`src/rtl/bank_wr_ctrl_if.sv`:
```
// Lane/bank bus between the rotate stage, the write controller and the SRAM banks.
// The controller takes the slave side; the environment (rotate stage + banks) takes master.
interface bank_wr_ctrl_if #(
    parameter int unsigned Dw = 64,
    parameter int unsigned Aw = 8
) ();
    logic          in_valid;
    logic          in_ready;
    logic [1:0]    sel_permw;
    logic [Dw-1:0] q0;
    logic [Dw-1:0] q1;
    logic [Dw-1:0] q2;
    logic [Dw-1:0] q3;
    logic          bank_stall;
    logic [3:0]    we;
    logic [Aw-1:0] waddr;
    logic [Dw-1:0] wdata0;
    logic [Dw-1:0] wdata1;
    logic [Dw-1:0] wdata2;
    logic [Dw-1:0] wdata3;

    modport master (
        output in_valid, q0, q1, q2, q3, bank_stall,
        input  in_ready, sel_permw, we, waddr, wdata0, wdata1, wdata2, wdata3
    );

    modport slave (
        input  in_valid, q0, q1, q2, q3, bank_stall,
        output in_ready, sel_permw, we, waddr, wdata0, wdata1, wdata2, wdata3
    );
endinterface

```
`src/rtl/bank_wr_ctrl.sv`:
```
// Frame write controller: drives the lane rotation, registers rotated lanes into four banks
// at a common address, and signals frame completion with a one-cycle done pulse.
module bank_wr_ctrl #(
    parameter int unsigned Dw    = 64,
    parameter int unsigned Depth = 256,
    parameter int unsigned Aw    = $clog2(Depth)
) (
    input  logic         clk_i,
    input  logic         rst_ni,
    input  logic         start_i,
    input  logic [3:0]   skew_sh_i,
    output logic         busy_o,
    output logic         done_o,
    bank_wr_ctrl_if.slave bus
);

    typedef enum logic [1:0] {StIdle, StRun, StDone} state_e;

    state_e                 state_q, state_d;
    logic [Aw-1:0]          cnt_q, cnt_d;
    logic [3:0]             skew_q, skew_d;
    logic [3:0]             we_q, we_d;
    logic [Aw-1:0]          waddr_q, waddr_d;
    logic [3:0][Dw-1:0]     wdata_q, wdata_d;

    logic                   in_ready;
    logic                   accept;
    logic                   busy;
    logic                   done;
    logic [1:0]             sel;
    logic [Aw-1:0]          cnt_shifted;

    always_comb begin
        state_d     = state_q;
        cnt_d       = cnt_q;
        skew_d      = skew_q;
        we_d        = 4'h0;
        waddr_d     = waddr_q;
        wdata_d     = wdata_q;
        in_ready    = 1'b0;
        accept      = 1'b0;
        busy        = 1'b0;
        done        = 1'b0;
        sel         = 2'b00;
        // Shifts of Aw or more clear every bit, so large skews give a constant rotation of 0.
        cnt_shifted = cnt_q >> skew_q;

        unique case (state_q)
            StIdle: begin
                if (start_i) begin
                    state_d = StRun;
                    cnt_d   = '0;
                    skew_d  = skew_sh_i;
                end
            end
            StRun: begin
                busy     = 1'b1;
                in_ready = ~bus.bank_stall;
                sel      = cnt_shifted[1:0];
                accept   = bus.in_valid & in_ready;
                if (accept) begin
                    we_d    = 4'hF;
                    waddr_d = cnt_q;
                    wdata_d = {bus.q3, bus.q2, bus.q1, bus.q0};
                    cnt_d   = cnt_q + Aw'(1);
                    if (cnt_q == Aw'(Depth - 1)) begin
                        state_d = StDone;
                    end
                end
            end
            StDone: begin
                busy    = 1'b1;
                done    = 1'b1;
                state_d = StIdle;
            end
            default: state_d = StIdle;
        endcase
    end

    always_ff @(posedge clk_i) begin
        if (!rst_ni) begin
            state_q <= StIdle;
            cnt_q   <= '0;
            skew_q  <= '0;
            we_q    <= '0;
            waddr_q <= '0;
            wdata_q <= '0;
        end else begin
            state_q <= state_d;
            cnt_q   <= cnt_d;
            skew_q  <= skew_d;
            we_q    <= we_d;
            waddr_q <= waddr_d;
            wdata_q <= wdata_d;
        end
    end

    assign bus.in_ready  = in_ready;
    assign bus.sel_permw = sel;
    assign bus.we        = we_q;
    assign bus.waddr     = waddr_q;
    assign bus.wdata0    = wdata_q[0];
    assign bus.wdata1    = wdata_q[1];
    assign bus.wdata2    = wdata_q[2];
    assign bus.wdata3    = wdata_q[3];
    assign busy_o        = busy;
    assign done_o        = done;

endmodule

```
`src/flat_wrapper.sv`:
```
// flat-port wrapper written by rule: the top's interface ports become plain ports
module bank_wr_ctrl_flat 
#(
    parameter int unsigned Dw    = 64,
    parameter int unsigned Depth = 256,
    parameter int unsigned Aw    = $clog2(Depth)
)
  (clk_i, rst_ni, start_i, skew_sh_i, busy_o, done_o, bus_in_valid, bus_q0, bus_q1, bus_q2, bus_q3, bus_bank_stall, bus_in_ready, bus_sel_permw, bus_we, bus_waddr, bus_wdata0, bus_wdata1, bus_wdata2, bus_wdata3);
  bank_wr_ctrl_if #(.Dw(Dw), .Aw(Aw)) bus_i ();
  input  logic clk_i;
  input  logic rst_ni;
  input  logic start_i;
  input  logic [3:0] skew_sh_i;
  output logic busy_o;
  output logic done_o;
  input wire logic [$bits(bus_i.in_valid)-1:0] bus_in_valid;
  input wire logic [$bits(bus_i.q0)-1:0] bus_q0;
  input wire logic [$bits(bus_i.q1)-1:0] bus_q1;
  input wire logic [$bits(bus_i.q2)-1:0] bus_q2;
  input wire logic [$bits(bus_i.q3)-1:0] bus_q3;
  input wire logic [$bits(bus_i.bank_stall)-1:0] bus_bank_stall;
  output wire logic [$bits(bus_i.in_ready)-1:0] bus_in_ready;
  output wire logic [$bits(bus_i.sel_permw)-1:0] bus_sel_permw;
  output wire logic [$bits(bus_i.we)-1:0] bus_we;
  output wire logic [$bits(bus_i.waddr)-1:0] bus_waddr;
  output wire logic [$bits(bus_i.wdata0)-1:0] bus_wdata0;
  output wire logic [$bits(bus_i.wdata1)-1:0] bus_wdata1;
  output wire logic [$bits(bus_i.wdata2)-1:0] bus_wdata2;
  output wire logic [$bits(bus_i.wdata3)-1:0] bus_wdata3;
  assign bus_i.in_valid = bus_in_valid;
  assign bus_i.q0 = bus_q0;
  assign bus_i.q1 = bus_q1;
  assign bus_i.q2 = bus_q2;
  assign bus_i.q3 = bus_q3;
  assign bus_i.bank_stall = bus_bank_stall;
  assign bus_in_ready = bus_i.in_ready;
  assign bus_sel_permw = bus_i.sel_permw;
  assign bus_we = bus_i.we;
  assign bus_waddr = bus_i.waddr;
  assign bus_wdata0 = bus_i.wdata0;
  assign bus_wdata1 = bus_i.wdata1;
  assign bus_wdata2 = bus_i.wdata2;
  assign bus_wdata3 = bus_i.wdata3;
  bank_wr_ctrl #(.Dw(Dw), .Depth(Depth), .Aw(Aw)) u_core (.clk_i(clk_i), .rst_ni(rst_ni), .start_i(start_i), .skew_sh_i(skew_sh_i), .busy_o(busy_o), .done_o(done_o), .bus(bus_i));
endmodule
```
`config.mk`:
```
export PLATFORM = sky130hd
export DESIGN_NAME = bank_wr_ctrl_flat
export DESIGN_NICKNAME = d
export VERILOG_FILES = /design/src/rtl/bank_wr_ctrl_if.sv /design/src/rtl/bank_wr_ctrl.sv /design/src/flat_wrapper.sv
export SDC_FILE = /design/constraint.sdc
export NUM_CORES = 1
export LEC_CHECK = 0
export CAP_MARGIN = 15
export CORE_AREA = 2 2 210 212
export DETAILED_ROUTE_END_ITERATION = 6
export DIE_AREA = 0 0 212 214
export PLACE_DENSITY_LB_ADDON = 0.3
export SYNTH_ARGS = -nofsm -noshare
export SYNTH_HDL_FRONTEND = slang
export SYNTH_SLANG_ARGS = --single-unit
```
`constraint.sdc`:
```
create_clock -name clk_i -period 1.9 [get_ports clk_i]
set_input_delay 0.475 -clock clk_i [delete_from_list [all_inputs] [get_ports clk_i]]
set_output_delay 0.475 -clock clk_i [all_outputs]
set_load 0.01 [all_outputs]
```
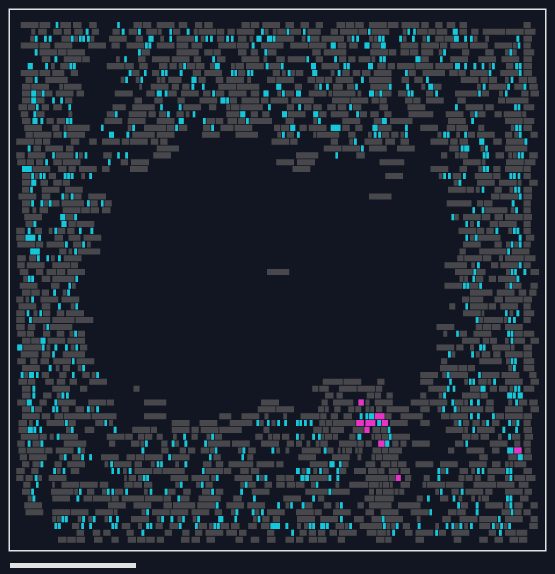
Fig. 1. Gate families picked out (run 1).
The bar under the picture is 50 um long.
- NAND gates: cyan (cells 549; most used nand2_1; where widely spread)
- AND and OR gates: magenta (cells 9; most used or3_1)

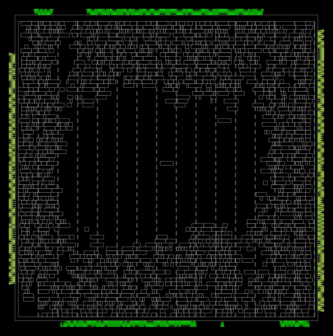
Fig. 2. Cell placement (run 1).
final non-filler cell total: 2,466
row count: 76
flip-flops: 279
tap cell count: 585
core area: 42,900 sq um

==> results_dict.tcl, run 1 <==
# place-and-route summary
set metrics [dict create \
    root_buffer "clkbuf_16" \
    wl_met2_mm 19.9 \
    intPower_w 0.0114 \
    failed_checks "negative setup slack" \
    r2r_cells 9 \
    min_to "u_core.bus.wdata2[49]$_SDFFE_PN0P_" \
    slew_headroom_pct 64.6 \
    sequentialPower_w 0.00616 \
    rsz0062_at_grt "true" \
    seq-cell-share_pct 30.0 \
    die_h_um 214 \
    maxSlewViolCount 0 \
    place.detailed.hpwl_mm 28.0 \
    drt_wl_total_mm 41.9 \
    maxUsedRoutingLayer "met4" \
    finish.utilization_pct 43.5 \
    pwr-share-clk_pct 44.1 \
    period_minus_slack_ns 2.26 \
    hold-worst-slack_ns 0.447 \
    layout.area.comb_sq_um 4320 \
    setup_ws_ns -0.363 \
    min_from "u_core.bus.wdata2[49]$_SDFFE_PN0P_" \
    track_usage_pct 15.9 \
    p_leak_nw 8.20 \
    syn_area_sq_um 9860 \
    first_global_vias 10100 \
    cts_resized 290 \
    setup_viol 257 \
    xor_area_share_pct 0 \
    synth.area.top_cells "dfxtp_1 (57%), nand2_1 (20%), a21oi_1 (14%)" \
    numClockSinks 279 \
    crit_path_end "bus_sel_permw[1]" \
    hold_path.class "flip-flop to flip-flop" \
    nClkBuffers 54 \
    p_switching_w 0.00365 \
    swShare_pct 24.2 \
    overflow 0 \
    grt_pass1_wl_mm 56.8 \
    yosysUniqueCellTypes 34 \
    synthesis.nets 1521 \
    drc_errors 0 \
    yosys_warnings 0 \
    flop_cell "dfxtp_1" \
    dp_cells 2359 \
    r2r-end "u_core.cnt_q[5]$_SDFFE_PN0P_" \
    gp_congestion 0.863 \
    worst_pin_slew_ns 0.517 \
    signal_buffers 665 \
    die-area_sq_um 45400 \
    clock_skew_ns 0.0100 \
    grt_util_met3_pct 5.45 \
    ys_ff 279 \
    cts_tree "done" \
    ys_sh_simple_pct 22.6 \
    worstPathMaxFanout 4 \
    ys_sh_aoi_pct 15.1 \
    drtIter0Drc 501 \
    ys_sh_adder_pct 0.634 \
    regArea_sq_um 5590 \
    portBuffers 537 \
    ctsHoldBuffers 0 \
    yosysTopAreaCell "dfxtp_1" \
    powerComb_w 0.00228 \
    logic_family "simple AND/OR/NAND/NOR gates" \
    warnings 31 \
    ctsHtreeMaxLevel 2 \
    outcome "complete, but fails checks" \
    wl_met1_mm 17.3 \
    yosysMostFrequentCell "nand2_1" \
    finalInstanceArea_sq_um 18700 \
    clock_latency_ns 0.52 \
    largestClassByArea "buffers" \
    placed_area_sq_um 16400 \
    ys_cells 1251 \
    io_pins 538 \
    p_total_w 0.0151 \
    synthCells 1251 \
    holdPathStages 2 \
    reg2reg_from "u_core.state_q[1]$_SDFFE_PN0P_" \
    cp-start-kind "flip-flop" \
    vdd_drop_max_mv 0.524 \
    pre_cts_ws_ns -0.479 \
    p_per_area_nw_per_um2 809 \
    use_met1_pct 18.0 \
    layout-drive-gt1-share_pct 17.1 \
    tns_ns -29.08 \
    combinationalPowerShare_pct 15.1 \
    top_area_share_pct 56.6 \
    drt-pass1-iter-count 4 \
    seqPwrFrac_pct 40.8 \
    arrival_ns 1.79 \
    finalHoldViolCount 0 \
    mux_area_share_pct 0.660 \
    dr_wl_met3_mm 3.54 \
    ys_seq_share_pct 56.6 \
    fmax_ghz 0.442 \
]
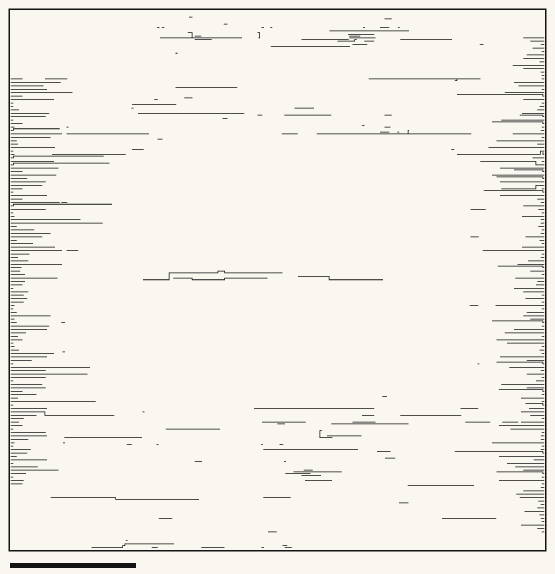
Fig. 3. Metal 3 (run 1).
The bar under the picture is 50 um long.
- share of all routed wire: 8.4%
- main direction: horizontal
- wire length on this layer: 3,540 um
- longest straight run: 61.0 um
- nets with wire on the layer: 320

-- run 1: cells in the final DEF, fill, tap and decap left out, drive strengths merged, types with 2 or more instances in the layout --
cell type	instances
a211o	2
o211ai	2
dfxtp	279
clkbuf	73
a2111oi	3
nor2	6
or4	4
mux4	2
nand2	538
o21ai	4
inv	5
nor2b	6
clkdlybuf4s50	267
a21oi	274
dlygate4sd2	237
buf	114
mux2i	2
clkinv	2
o31ai	2
nor3	3
bufinv	2
or3	3
nand2b	2
ha	5
dlymetal6s2s	28
nand3	7
-- run 1: worst max-delay path, stage by stage (launching register included) --
cell and delay [ns]:
dfxtp_2 0.35, buf_6 0.11, mux4_2 0.50, nor2_1 0.10, nor3_1 0.06, buf_2 0.14
Fig. 4: run 1, cell area per tile
21 x 21 tiles, from black (low) to pale yellow (high), 0 to 100% covered.
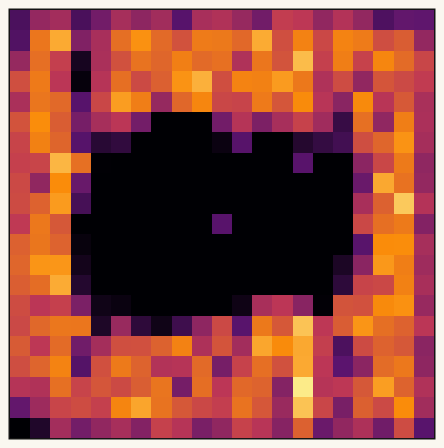

==> inputs of run 2 (changes only) <==
--- a/config.mk
+++ b/config.mk
@@ -10,6 +10,7 @@
 export DETAILED_ROUTE_END_ITERATION = 6
 export DIE_AREA = 0 0 212 214
 export PLACE_DENSITY_LB_ADDON = 0.3
+export RECOVER_POWER = 100
 export SYNTH_ARGS = -nofsm -noshare
 export SYNTH_HDL_FRONTEND = slang
 export SYNTH_SLANG_ARGS = --single-unit
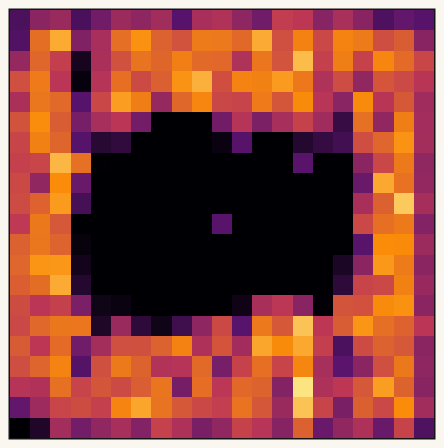
Fig. 5. Cell area per tile (run 2).
21 x 21 tiles, from black (low) to pale yellow (high), 0 to 100% covered.
- nearly empty tiles: 24%
- emptiest ninth of the die: center
- tiles over 75% full: 6.3%

==> run 2 against run 1 <==
Compared with the run above:
- the flow still finishes with violations (negative setup slack)
- global-route usage unchanged
- wire length down 0.18%
- fmax about the same
- sequential share of layout area up 0.16 points
- worst setup slack worse by 0.0020 ns
- sequential cell count unchanged
- combinational power about the same
- count of clock-buffer cells in the layout unchanged
- synthesized area unchanged
- power about the same
- non-clock buffer count unchanged
- synthesized cell count unchanged
==> results_dict.tcl, run 2 <==
# place-and-route summary
set metrics [dict create \
    synthCells 1251 \
    dr_wl_met3_mm 3.34 \
    rsz0062_at_grt "true" \
    outcome "complete, but fails checks" \
    place.detailed.hpwl_mm 28.0 \
    rrSetupSlack_ns -0.27 \
    core-area_sq_um 42900 \
    grtUsageMet2_pct 27.3 \
    drtIter0Drc 485 \
    drt_wl_total_mm 41.8 \
    synth_chip_area_sq_um 9860 \
    wl_met2_mm 19.8 \
    yosysTopAreaCell "dfxtp_1" \
    reg2reg_from "u_core.state_q[1]$_SDFFE_PN0P_" \
    fmax_ghz 0.442 \
    layout_top_cells "nand2_1 (484), dfxtp_1 (276), clkdlybuf4s50_1 (267)" \
    routed-via-count 10700 \
    rows 76 \
    nClkBuffers 54 \
    finalInstanceArea_sq_um 18500 \
    syn_to_final_growth_pct 88.0 \
    swShare_pct 24.2 \
    layout.area.comb_sq_um 4320 \
    setup_viol 258 \
    ys_cells 1251 \
    layout-drive-gt1-share_pct 16.7 \
    drc_errors 0 \
    ant_nets 0 \
    die-area_sq_um 45400 \
    viasPerCell 4.35 \
    numClockSinks 279 \
    grt_pass1_wl_mm 56.8 \
    clk_path_buf_depth 3 \
    cp.depth 5 \
    track_usage_pct 15.9 \
    yosysMostFrequentCell "nand2_1" \
    p_leak_nw 7.65 \
    comb_area_share_pct 23.3 \
    failed_checks "negative setup slack" \
    yosys-top-cells-count "nand2_1 (538), dfxtp_1 (279), a21oi_1 (274), clkbuf_1 (54), buf_2 (31)" \
    syn_area_per_cell_sq_um 7.88 \
    yosys_warnings 0 \
    tns_ns -39.47 \
    worst_pin_slew_ns 0.506 \
    p_clk_w 0.00666 \
    r2r-end "u_core.cnt_q[5]$_SDFFE_PN0P_" \
    io_pins 538 \
    period_minus_slack_ns 2.26 \
    maxSlewViolCount 0 \
    required_ns 1.42 \
    startpoint "u_core.skew_q[0]$_SDFFE_PN0P_" \
    finalHoldViolCount 0 \
    fp_util_pct 23.0 \
    syn_area_sq_um 9860 \
    p_per_area_nw_per_um2 814 \
    antenna_found_initial 1 \
    overflow 0 \
    critPathTopFamily "multiplexers" \
    yosysUniqueCellTypes 34 \
    final_cells 2466 \
    flop_cell "dfxtp_1" \
    avgRoutedWirePerCell_um 17.0 \
    cts_tree "done" \
    vdd_drop_max_mv 0.523 \
    flops 279 \
    signal_buffers 665 \
    use_met1_pct 18.0 \
    intPower_w 0.0114 \
    powerComb_w 0.00227 \
    ctsHtreeMaxLevel 2 \
    tapCellCount 585 \
    die_h_um 214 \
    hold_path.class "flip-flop to flip-flop" \
    warnings 31 \
    antenna_cells 1 \
    final.fill_count 4270 \
    combinationalPowerShare_pct 15.0 \
    buf_share_pct 36.3 \
    synth.area.top_cells "dfxtp_1 (57%), nand2_1 (20%), a21oi_1 (14%)" \
    root_buffer "clkbuf_16" \
    worstPathMaxFanout 4 \
    clock_skew_ns 0.00988 \
    min_from "u_core.bus.wdata2[49]$_SDFFE_PN0P_" \
    holdPathStages 2 \
    p_switching_w 0.00366 \
    nets 2127 \
    gp_congestion 0.863 \
    clock_latency_ns 0.52 \
    cp_num_buf_inv 2 \
    wl_met1_mm 17.5 \
    critical_path_class "flip-flop to output pin" \
    clkTransAtPathRegs_ns 0.06 \
    grt_util_met3_pct 5.45 \
    top_power_group "the clock network" \
    cts_resized 290 \
    sequentialPower_w 0.00616 \
    pwr-share-clk_pct 44.1 \
    largestClassByArea "buffers" \
    regArea_sq_um 5590 \
    maxUsedRoutingLayer "met4" \
    r2r_cells 9 \
    synthesis.nets 1521 \
    setup_ws_ns -0.365 \
    worst_path_largest_cell_delay_ns 0.50 \
    placed_area_sq_um 16400 \
    portBuffers 537 \
    slew_headroom_pct 65.4 \
    seq-cell-share_pct 30.1 \
    seqPwrFrac_pct 40.8 \
    final_common_cell "nand2_1" \
    cp-start-kind "flip-flop" \
    worstPathCellList "buf_6 -> mux4_2 -> nor2_1 -> nor3_1 -> buf_2" \
    ys_ff 279 \
    drt-pass1-iter-count 5 \
    dp_cells 2359 \
    first_global_vias 10100 \
    min_to "u_core.bus.wdata2[49]$_SDFFE_PN0P_" \
    crit_path_end "bus_sel_permw[1]" \
    arrival_ns 1.79 \
    critPathSlowestCell "mux4_2" \
    multi_input_comb_cells 873 \
    hold-worst-slack_ns 0.447 \
    top_area_share_pct 56.6 \
    ys_seq_share_pct 56.6 \
    ctsHoldBuffers 0 \
    cts_buffers 34 \
]
## run 2: cell count changes in the layout (fill, tap and decap cells not counted), sizes merged
cell           previous run  this run
clkbuf                   73        77
buf                     114       110
clkdlybuf4s25             0        28
dlymetal6s2s             28         0
## run 2: cell families after synthesis
logic type,count (synthesis),share of synthesized area [%]
and+or+nand+nor,573,22.6
AOI/OAI and AO/OA,290,15.1
DFF,279,56.6
buffers and inverters,100,4.35
adders and majority gates,5,0.634
muxes,4,0.660
## run 2: metrics by stage
stage	worst slack (ns)	util [%]	total power (W)
after floorplan	0.0291	-	0.00695
after global placement	-0.468	38.1	0.00824
after detailed placement	-0.479	38.1	0.00826
after CTS	-0.432	40.5	0.0150
after global routing	-0.435	43.2	0.0157
final	-0.365	43.2	0.0151
Power is estimated from default activity; no workload was simulated.
